### Placement density heat map

The die is cut into 11 by 6 equal tiles; black is low, pale yellow is high, 0 to 100% covered.
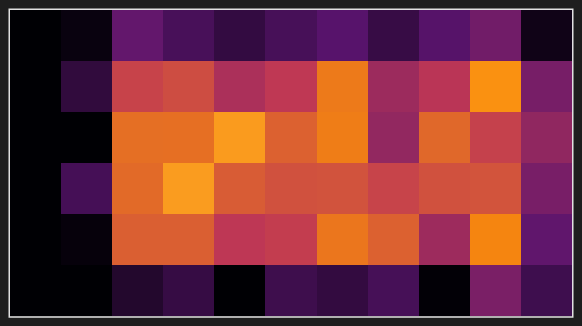
### Cell sizes after repair

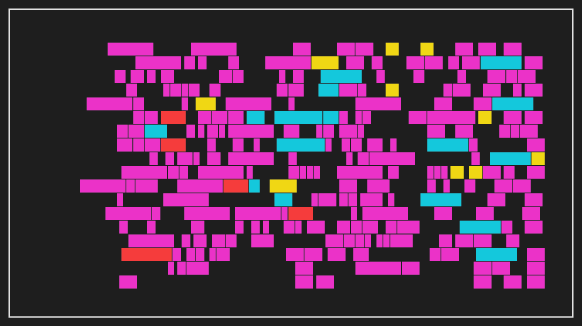
### config.mk
export PLATFORM = sky130hd
export DESIGN_NAME = uart_tx_arbiter
export DESIGN_NICKNAME = d
export VERILOG_FILES = /design/src/rtl/uart_tx_arbiter.sv
export SDC_FILE = /design/constraint.sdc
export NUM_CORES = 1
export LEC_CHECK = 0
export CAP_MARGIN = 20
export CELL_PAD_IN_SITES_DETAIL_PLACEMENT = 0
export CELL_PAD_IN_SITES_GLOBAL_PLACEMENT = 1
export CORE_ASPECT_RATIO = 0.5
export CORE_MARGIN = 5
export CORE_UTILIZATION = 36
export CTS_CLUSTER_DIAMETER = 120
export DETAILED_ROUTE_END_ITERATION = 12
export HOLD_SLACK_MARGIN = 0.06
export PLACE_DENSITY = 0.79
export SLEW_MARGIN = 0
export SYNTH_ARGS = -nofsm -noshare
export SYNTH_HDL_FRONTEND = slang
export SYNTH_SLANG_ARGS = --single-unit
### constraint.sdc
create_clock -name clk -period 4.61 [get_ports clk]
set_clock_uncertainty 0.15 [all_clocks]
set_input_delay 0.6915 -clock clk [delete_from_list [all_inputs] [get_ports clk]]
set_output_delay 0.6915 -clock clk [all_outputs]
set_load 0.1 [all_outputs]
### src/rtl/uart_tx_arbiter.sv
// uart_tx_arbiter
//   Round-robin arbiter sharing one UART transmit channel among N_REQ
//   byte-stream requesters. Each grant carries one message: an optional tag
//   byte (8'hF0 | grant_id), then data bytes until the requester marks last,
//   MAX_BURST bytes have been sent, or the requester stalls for
//   STALL_TIMEOUT consecutive cycles (grant revoked, abort pulses).
//
// Ports
//   clk        single clock
//   rst        asynchronous, active-low reset
//   req_data   requester i byte at [i*DATA_BITS +: DATA_BITS]
//   req_valid  per-requester byte valid
//   req_last   per-requester end-of-message, qualified by valid
//   req_ready  per-requester accept (at most one bit high)
//   tx_data    byte to UART driver
//   tx_valid   byte valid to UART driver
//   tx_ready   UART driver idle / accept
//   grant_id   current or most recent grantee (registered)
//   busy       high while a grant is active (registered)
//   abort      one-cycle pulse after a timeout revocation (registered)
module uart_tx_arbiter #(
  parameter int N_REQ         = 4,
  parameter int DATA_BITS     = 8,
  parameter int MAX_BURST     = 16,
  parameter int TAG_ENABLE    = 1,
  parameter int STALL_TIMEOUT = 1024,
  localparam int GW = (N_REQ > 1) ? $clog2(N_REQ) : 1,
  localparam int BW = (MAX_BURST > 0) ? $clog2(MAX_BURST + 1) : 1,
  localparam int SW = (STALL_TIMEOUT > 0) ? $clog2(STALL_TIMEOUT + 1) : 1
) (
  input  logic                       clk,
  input  logic                       rst,
  input  logic [N_REQ*DATA_BITS-1:0] req_data,
  input  logic [N_REQ-1:0]           req_valid,
  input  logic [N_REQ-1:0]           req_last,
  output logic [N_REQ-1:0]           req_ready,
  output logic [DATA_BITS-1:0]       tx_data,
  output logic                       tx_valid,
  input  logic                       tx_ready,
  output logic [GW-1:0]              grant_id,
  output logic                       busy,
  output logic                       abort
);

  typedef enum logic [1:0] {S_IDLE, S_TAG, S_DATA} state_t;

  localparam logic [DATA_BITS-1:0] TAG_BASE = DATA_BITS'(8'hF0);

  state_t               state, state_nxt;
  logic [GW-1:0]        last_grant, last_grant_nxt, grant_nxt;
  logic [BW-1:0]        burst_cnt, burst_nxt;
  logic [SW-1:0]        stall_cnt, stall_nxt;
  logic                 abort_nxt;

  logic [GW-1:0]        rr_idx, rr_pick;
  logic                 rr_any;
  logic [DATA_BITS-1:0] g_data;
  logic                 g_valid, g_last;

  // Round-robin search: first requesting index after last_grant, wrapping.
  always_comb begin
    rr_idx  = '0;
    rr_pick = '0;
    rr_any  = 1'b0;
    for (int unsigned k = 1; k <= N_REQ; k++) begin
      rr_idx = GW'((32'(last_grant) + k) % 32'(N_REQ));
      if (!rr_any && req_valid[rr_idx]) begin
        rr_any  = 1'b1;
        rr_pick = rr_idx;
      end
    end
  end

  assign g_data  = req_data[32'(grant_id) * DATA_BITS +: DATA_BITS];
  assign g_valid = req_valid[grant_id];
  assign g_last  = req_last[grant_id];

  always_ff @(posedge clk or negedge rst) begin
    if (!rst) begin
      state      <= S_IDLE;
      grant_id   <= '0;
      last_grant <= GW'(N_REQ - 1);
      burst_cnt  <= '0;
      stall_cnt  <= '0;
      abort      <= 1'b0;
      busy       <= 1'b0;
    end else begin
      state      <= state_nxt;
      grant_id   <= grant_nxt;
      last_grant <= last_grant_nxt;
      burst_cnt  <= burst_nxt;
      stall_cnt  <= stall_nxt;
      abort      <= abort_nxt;
      busy       <= (state_nxt != S_IDLE);
    end
  end

  always_comb begin
    state_nxt      = state;
    grant_nxt      = grant_id;
    last_grant_nxt = last_grant;
    burst_nxt      = burst_cnt;
    stall_nxt      = stall_cnt;
    abort_nxt      = 1'b0;
    tx_valid       = 1'b0;
    tx_data        = '0;
    req_ready      = '0;
    case (state)
      S_IDLE: begin
        burst_nxt = '0;
        stall_nxt = '0;
        if (rr_any) begin
          grant_nxt = rr_pick;
          state_nxt = (TAG_ENABLE != 0) ? S_TAG : S_DATA;
        end
      end
      S_TAG: begin
        tx_valid = 1'b1;
        tx_data  = TAG_BASE | DATA_BITS'(grant_id);
        if (tx_ready) state_nxt = S_DATA;
      end
      S_DATA: begin
        tx_valid            = g_valid;
        tx_data             = g_data;
        req_ready[grant_id] = tx_ready;
        if (g_valid) begin
          // Waiting on the driver is not a requester stall.
          stall_nxt = '0;
          if (tx_ready) begin
            burst_nxt = burst_cnt + BW'(1);
            if (g_last || (burst_cnt == BW'(MAX_BURST - 1))) begin
              last_grant_nxt = grant_id;
              state_nxt      = S_IDLE;
            end
          end
        end else if (stall_cnt == SW'(STALL_TIMEOUT - 1)) begin
          abort_nxt      = 1'b1;
          last_grant_nxt = grant_id;
          state_nxt      = S_IDLE;
        end else begin
          stall_nxt = stall_cnt + SW'(1);
        end
      end
      default: state_nxt = S_IDLE;
    endcase
  end

endmodule

==> results.toml <==
# implementation run metrics
[setup_path]
crit_type = "flip-flop to primary output"
arrival_ns = 2.96
start_kind = "flip-flop"
worst-path-max-fanout = 18
worstSetupEndpointType = "primary output"
critPathRequiredTime_ns = 3.77
ff2ff_path_depth = 4

[die]
die_width_um = 112
die_y_um = 60.8
rows = 18
dieArea_um2 = 6790
io_pins = 60
fp_util = 0.375
fp.coreArea_um2 = 4950

[yosys]
synthArstFlopShare = 1.00
yosysWarningCount = 0
yosysUniqueCellTypes = 50
ys_seq_share = 0.325
synth_flop_count = 24
synth_stat.cells = 196
synthCells = 196
synth-main-ff-cell = "dfrtp_1"
yosys_area_um2 = 1860
edf_count = 0
fp_nets = 246
avgSynthCellArea_um2 = 9.48
mappedNetlistArea_um2 = 1860

[clocking]
clkTransAtPathRegs_ns = 0.09
cts_made_buffers = 3
cts_tree = "built"
h-tree-depth = 1
cts_resized = 0
cts_setup_buffers = 0
cts_root_buf = "clkbuf_8"
cts.sinks = 24
clock_path_buffers = 2
hold_buffers = 0
clock_latency_ns = 0.28

[min_path]
hold_class = "flip-flop to flip-flop"
holdPathStages = 1

[sta]
hold_violations = 0
fin_crit_ns = 3.80
setup_viol = 0
final.setup.tns_ns = 0
max_freq_ghz = 0.263
setup_ws_ns = 0.810
rsz0062_at_grt = "false"
period_used_share = 0.824
slew_violations = 0
relSlewSlack = 0.340
worst_pin_slew_ns = 0.987
whs_ns = 0.340

[power]
powerDensity_nw_per_um2 = 616
p_comb_frac = 0.672
p_int_mw = 0.699
p_seq_frac = 0.233
peakVddDrop_v = 0.000473
p_leak_nw = 1.02
pwr-share-clk = 0.095
swShare = 0.552
total_power_mw = 1.56
switching_power_mw = 0.861

[drt]
drtPass1Iterations = 4
final_antenna_net_count = 0
drt_iter0_markers = 109
viasPerCell = 5.58
via_count = 1781
wire_per_inst_um = 16.4
drcViolationCount = 0
totalWireLength_um = 5250

[finish]
stdcell_count = 319
syn_to_final_growth_pct = 36.2
mostFrequentLayoutCells = "clkdlybuf4s50_1 (53), dfrtp_1 (22), a21oi_1 (16)"
drive_gt1_frac = 0.124
antenna_cells = 0
n_fill_cell = 468
layout.nets = 300
lay_top_count = "clkdlybuf4s50_1"

[placed_design]
portBuffers = 59
dp.cells = 314
gp_routability_congestion = 0.773
dp_hpwl_um = 3880
place_ws_ns = 1.01

[run]
drv_cap = 0
warnings = 29

[global_route]
antenna_found_initial = 0
grt_start_max_net_pins = 25
track_usage = 0.164
grt_pass1_vias = 1658
globalRouteOverflowTotal = 0
grt_pass1_wl_um = 8910

[status]
status = "finished, final reports clean"
-- 'Placement density heat map' (at the start) --
The densest ninth of the die: middle. The fullest tile reaches 78%. The emptiest ninth of the die: bottom left. 17% of the tiles are nearly empty.

-- 'Cell sizes after repair' (at the start) --
_0 and _1 cells: marked magenta, cells 218, share 88%. _2 cells: marked cyan, cells 16, share 6.4%. _3 and _4 cells: marked yellow, cells 10, share 4.0%. _6 and larger: marked red, cells 5, share 2.0%.

worst max-delay path: stages, from the launching register on:
cell and delay, ns:
dfrtp_1 0.89, mux4_2 0.60, a22oi_1 0.15, nor2b_1 0.06
clkdlybuf4s50_1 0.97
stage by stage:
stage / utilization / cell area [um^2]
floorplan: - / 1860
global placement: 0.494 / 2450
detailed placement: 0.494 / 2450
CTS: 0.505 / 2500
global route: 0.511 / 2530
finish: 0.511 / 2530
routing by layer:
metal / GRT usage / share of wire / up-vias
li1: - / - / 850
met5: 0 / 0 / -
met2: 0.256 / 0.43 / 61
met3: 0.0359 / 0.060 / 4
met1: 0.237 / 0.51 / 866
met4: 0.0312 / 0.0032 / 0
path summary, 6_finish.rpt:
path | from | to | slack (ns)
worst min register to register | burst_cnt[3]$_DFFE_PN0P_ | burst_cnt[3]$_DFFE_PN0P_ | 0.34
worst max-delay path | grant_id[0]$_DFFE_PN0P_ | tx_data[0] | 0.81
worst min-delay path | burst_cnt[3]$_DFFE_PN0P_ | burst_cnt[3]$_DFFE_PN0P_ | 0.34
min in group asynchronous | rst | abort$_DFF_PN0_ | 0.59
max in group asynchronous | rst | last_grant[1]$_DFFE_PN1P_ | 3.19
worst max register to register | grant_id[1]$_DFFE_PN0P_ | stall_cnt[9]$_DFFE_PN0P_ | 1.96
power groups by stage:
| stage | Sequential, mW | Clock, mW | Combinational, mW |
|---|---|---|---|
| final | 0.364 | 0.148 | 1.05 |
| after global routing | 0.378 | 0.163 | 1.12 |
| after CTS | 0.363 | 0.153 | 1.05 |
| after detailed placement | 0.367 | 0 | 1.05 |
| after global placement | 0.364 | 0 | 1.04 |
| after floorplan | 0.395 | 0 | 0.790 |
registers in the layout (all words and copies together), names as in the netlist:
signal / count
stall_cnt: 11
grant_id: 2
state: 2
last_grant: 2
abort: 1
burst_cnt: 5
busy: 1
final cells by class:
class                   count  area (um^2)  area share
multi-input cells         146         1120       0.443
repair buffers             61          611       0.241
flip-flops and latches     24          603       0.238
well taps                  70         87.6      0.0346
clock buffers               4         55.1      0.0217
inverters                  14         52.6      0.0208
Yosys cell counts, types with 2 or more instances:
library cell  number  area (um^2)
nor2b_1            8         50.1
a22oi_1            2         15.0
o211ai_1           2         15.0
mux4_2             8          180
o31a_1             2         17.5
ha_1               7         87.6
nand2_1           11         41.3
nand3_1            7         35.0
nor3_1             3         15.0
a21o_1             5         37.5
dfstp_2            2         52.6
o31ai_1            2         15.0
mux2_4             2         30.0
o21ai_0            8         40.0
clkbuf_1           5         18.8
a31oi_1           12         75.1
dfrtp_1           22          551
nor2_1            10         37.5
o22ai_1            5         31.3
and3_1             3         18.8
a221o_1            2         20.0
buf_6              4         45.0
inv_1             14         52.6
and2_1             2         12.5
mux2i_1            4         40.0
nand2b_1           3         18.8
a41oi_1            3         26.3
a21oi_1           16         80.1
logic make-up after synthesis:
kind of cell / after synthesis / share of synthesized area
AND-OR/OR-AND: 68 / 0.242
AND/OR/NAND/NOR: 55 / 0.160
buffers and inverters: 26 / 0.0714
flip-flops: 24 / 0.325
multiplexers: 16 / 0.155
adder cells (fa/ha/maj): 7 / 0.0471
Power figures rest on the tool's default switching activity, not on a simulated workload.
